Design bin_dec_seq_flat, sky130hd; sources not shown.
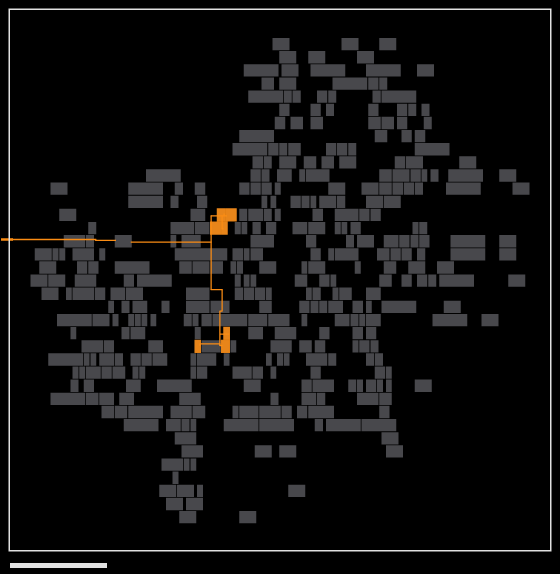
port_nets.png
Scale bar: 20 um.
| port | color | bits | direction | edge | end cells | buffers | wire |
|---|---|---|---|---|---|---|---|
| `bus_en` | orange | 1 | input | west | 7 | 1 | 81.4 um |
Port Buffer Count: 39
IO Count: 40

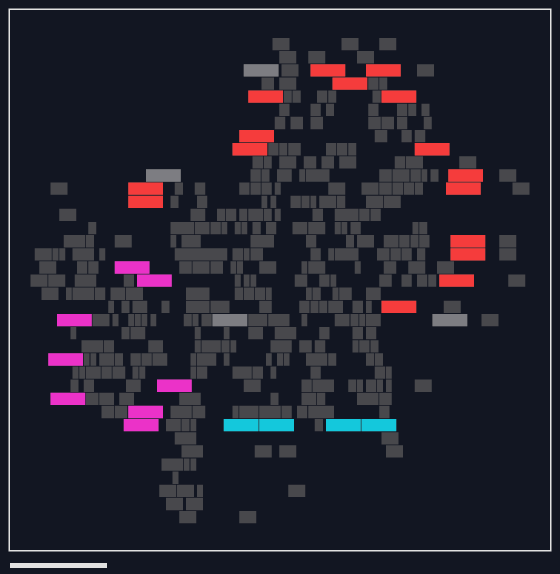
registers.png
Scale bar: 20 um. Other sequential cells in the stronger gray, the rest of the logic in the fainter gray.
| netlist name | color | sequential cells |
|---|---|---|
| `u_core.bus.bcode` | red | 16 |
| `u_core.r_cnt` | magenta | 8 |
| `u_core.bus.code` | cyan | 4 |
not colored: 4
sequential-cell power consumption: 225 uW
utilization of the core after routing: 30.4%

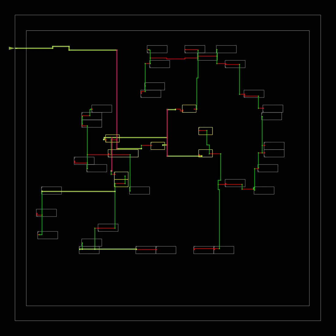
final_clocks.png
CTS Buf Count: 5
flop count: 32
clock tree sinks: 32
Late-Pin Clk Latency: 0.29 ns

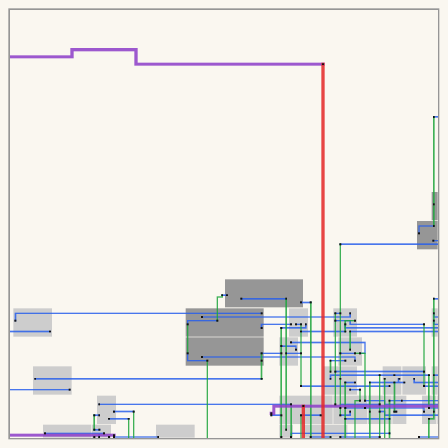
zoom.png
Region (8, 64) to (48, 104) um. Cells in gray, sequential cells in the stronger gray; small squares are vias.
| layer | color |
|---|---|
| met2 | green |
| met4 | red |
| met3 | purple |
| met1 | blue |
sequential cells in the window: 3
most frequent: dfxtp_1 (3)
cells with their middle in the window: 18

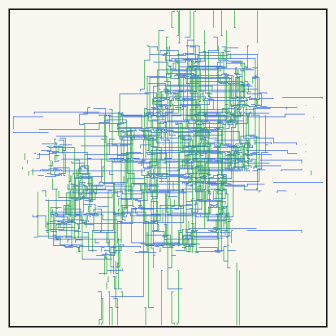
metal_stack.png
Only two layers are drawn.
| layer | color | wire length |
|---|---|---|
| met2 | green | 4,030 um |
| met1 | blue | 3,970 um |
GRT Util Overall: 13.7%
routed len/inst: 17.4 um

==> flow_summary_export.csv <==
group,metric,value,unit
logic_synthesis,syn-cell-area,2480,um2
outcome,run_status,"finished clean",
final_timing,final.min_clock_period,3.56,ns
cts,cts-hold-fix-buffers,0,
finish,mostFrequentLayoutCell,"sky130_fd_sc_hd__clkdlybuf4s50_1",
cts,clk_transition_reported_paths,0.07,ns
logic_synthesis,synth.comb.largest_family,"AND-OR/OR-AND gates",
setup_path,critical_path_arrival,2.66,ns
finish,nNonClkBuffers,60,
floorplanning,fp.dieH,112,um
finish,fillerInstances,1144,
place,place_ws,2.45,ns
power_and_ir_drop,power,578,uW
setup_path,crit_slowest_cell,"sky130_fd_sc_hd__clkdlybuf4s50_1",
logic_synthesis,synth.yosys.num_cells,315,
finish,final_cell_area,3160,um2
finish,comb-cell-share,52.5,%
setup_path,setup.worst_path.start_class,"input port",
grt,number_of_global_route_vias_before_repair,2662,
detailed_routing,detailedRoute.firstPassIterationCount,5,
power_and_ir_drop,p_per_area,183,nW/um2
floorplanning,fp.dieW,112,um
logic_synthesis,ys.flop_type,"sky130_fd_sc_hd__dfxtp_1",
finish,antenna-diode-count,0,
cts,clock_tree.htree_level_count,2,
finish,combGateArea,1660,um2
logic_synthesis,syn-mean-instance-area,7.86,um2
through the flow:
stage          std cells  utilization, %
3_5_place_dp         490            29.2
3_3_place_gp         490            29.2
4_1_cts              498            30.4
5_1_grt              498            30.4
2_1_floorplan        315               -
6_report             498            30.4
synthesized netlist by cell type, types with 4 or more instances:
cell | n | area (um2)
sky130_fd_sc_hd__and2_1 | 7 | 43.8
sky130_fd_sc_hd__o211ai_1 | 14 | 105
sky130_fd_sc_hd__ha_1 | 14 | 175
sky130_fd_sc_hd__a41oi_1 | 4 | 35.0
sky130_fd_sc_hd__nand4_1 | 21 | 131
sky130_fd_sc_hd__clkbuf_1 | 12 | 45.0
sky130_fd_sc_hd__a32o_1 | 5 | 50.1
sky130_fd_sc_hd__a222oi_1 | 6 | 60.1
sky130_fd_sc_hd__o21ai_0 | 23 | 115
sky130_fd_sc_hd__a21oi_1 | 11 | 55.1
sky130_fd_sc_hd__nor2b_1 | 9 | 56.3
sky130_fd_sc_hd__nand2_1 | 20 | 75.1
sky130_fd_sc_hd__dfxtp_1 | 32 | 641
sky130_fd_sc_hd__nor2_1 | 20 | 75.1
sky130_fd_sc_hd__buf_2 | 5 | 25.0
sky130_fd_sc_hd__a31oi_1 | 22 | 138
sky130_fd_sc_hd__inv_1 | 18 | 67.6
sky130_fd_sc_hd__nand3_1 | 8 | 40.0
metal layers:
| layer | part of all wire (%) | track usage (%) | vias to the layer above |
|---|---|---|---|
| met4 | 2.1 | 4.22 | 0 |
| met5 | 0 | 0 | - |
| met1 | 46 | 17.7 | 1296 |
| met2 | 46 | 22.9 | 100 |
| li1 | - | - | 1325 |
| met3 | 5.8 | 2.61 | 18 |
power by group:
part           internal (uW)  leakage, uW  switching, uW
Combinational           47.4     0.000741           69.8
Sequential               218     0.000260           7.46
Clock                    147    0.0000645           89.2
Power figures rest on the tool's default switching activity, not on a simulated workload.
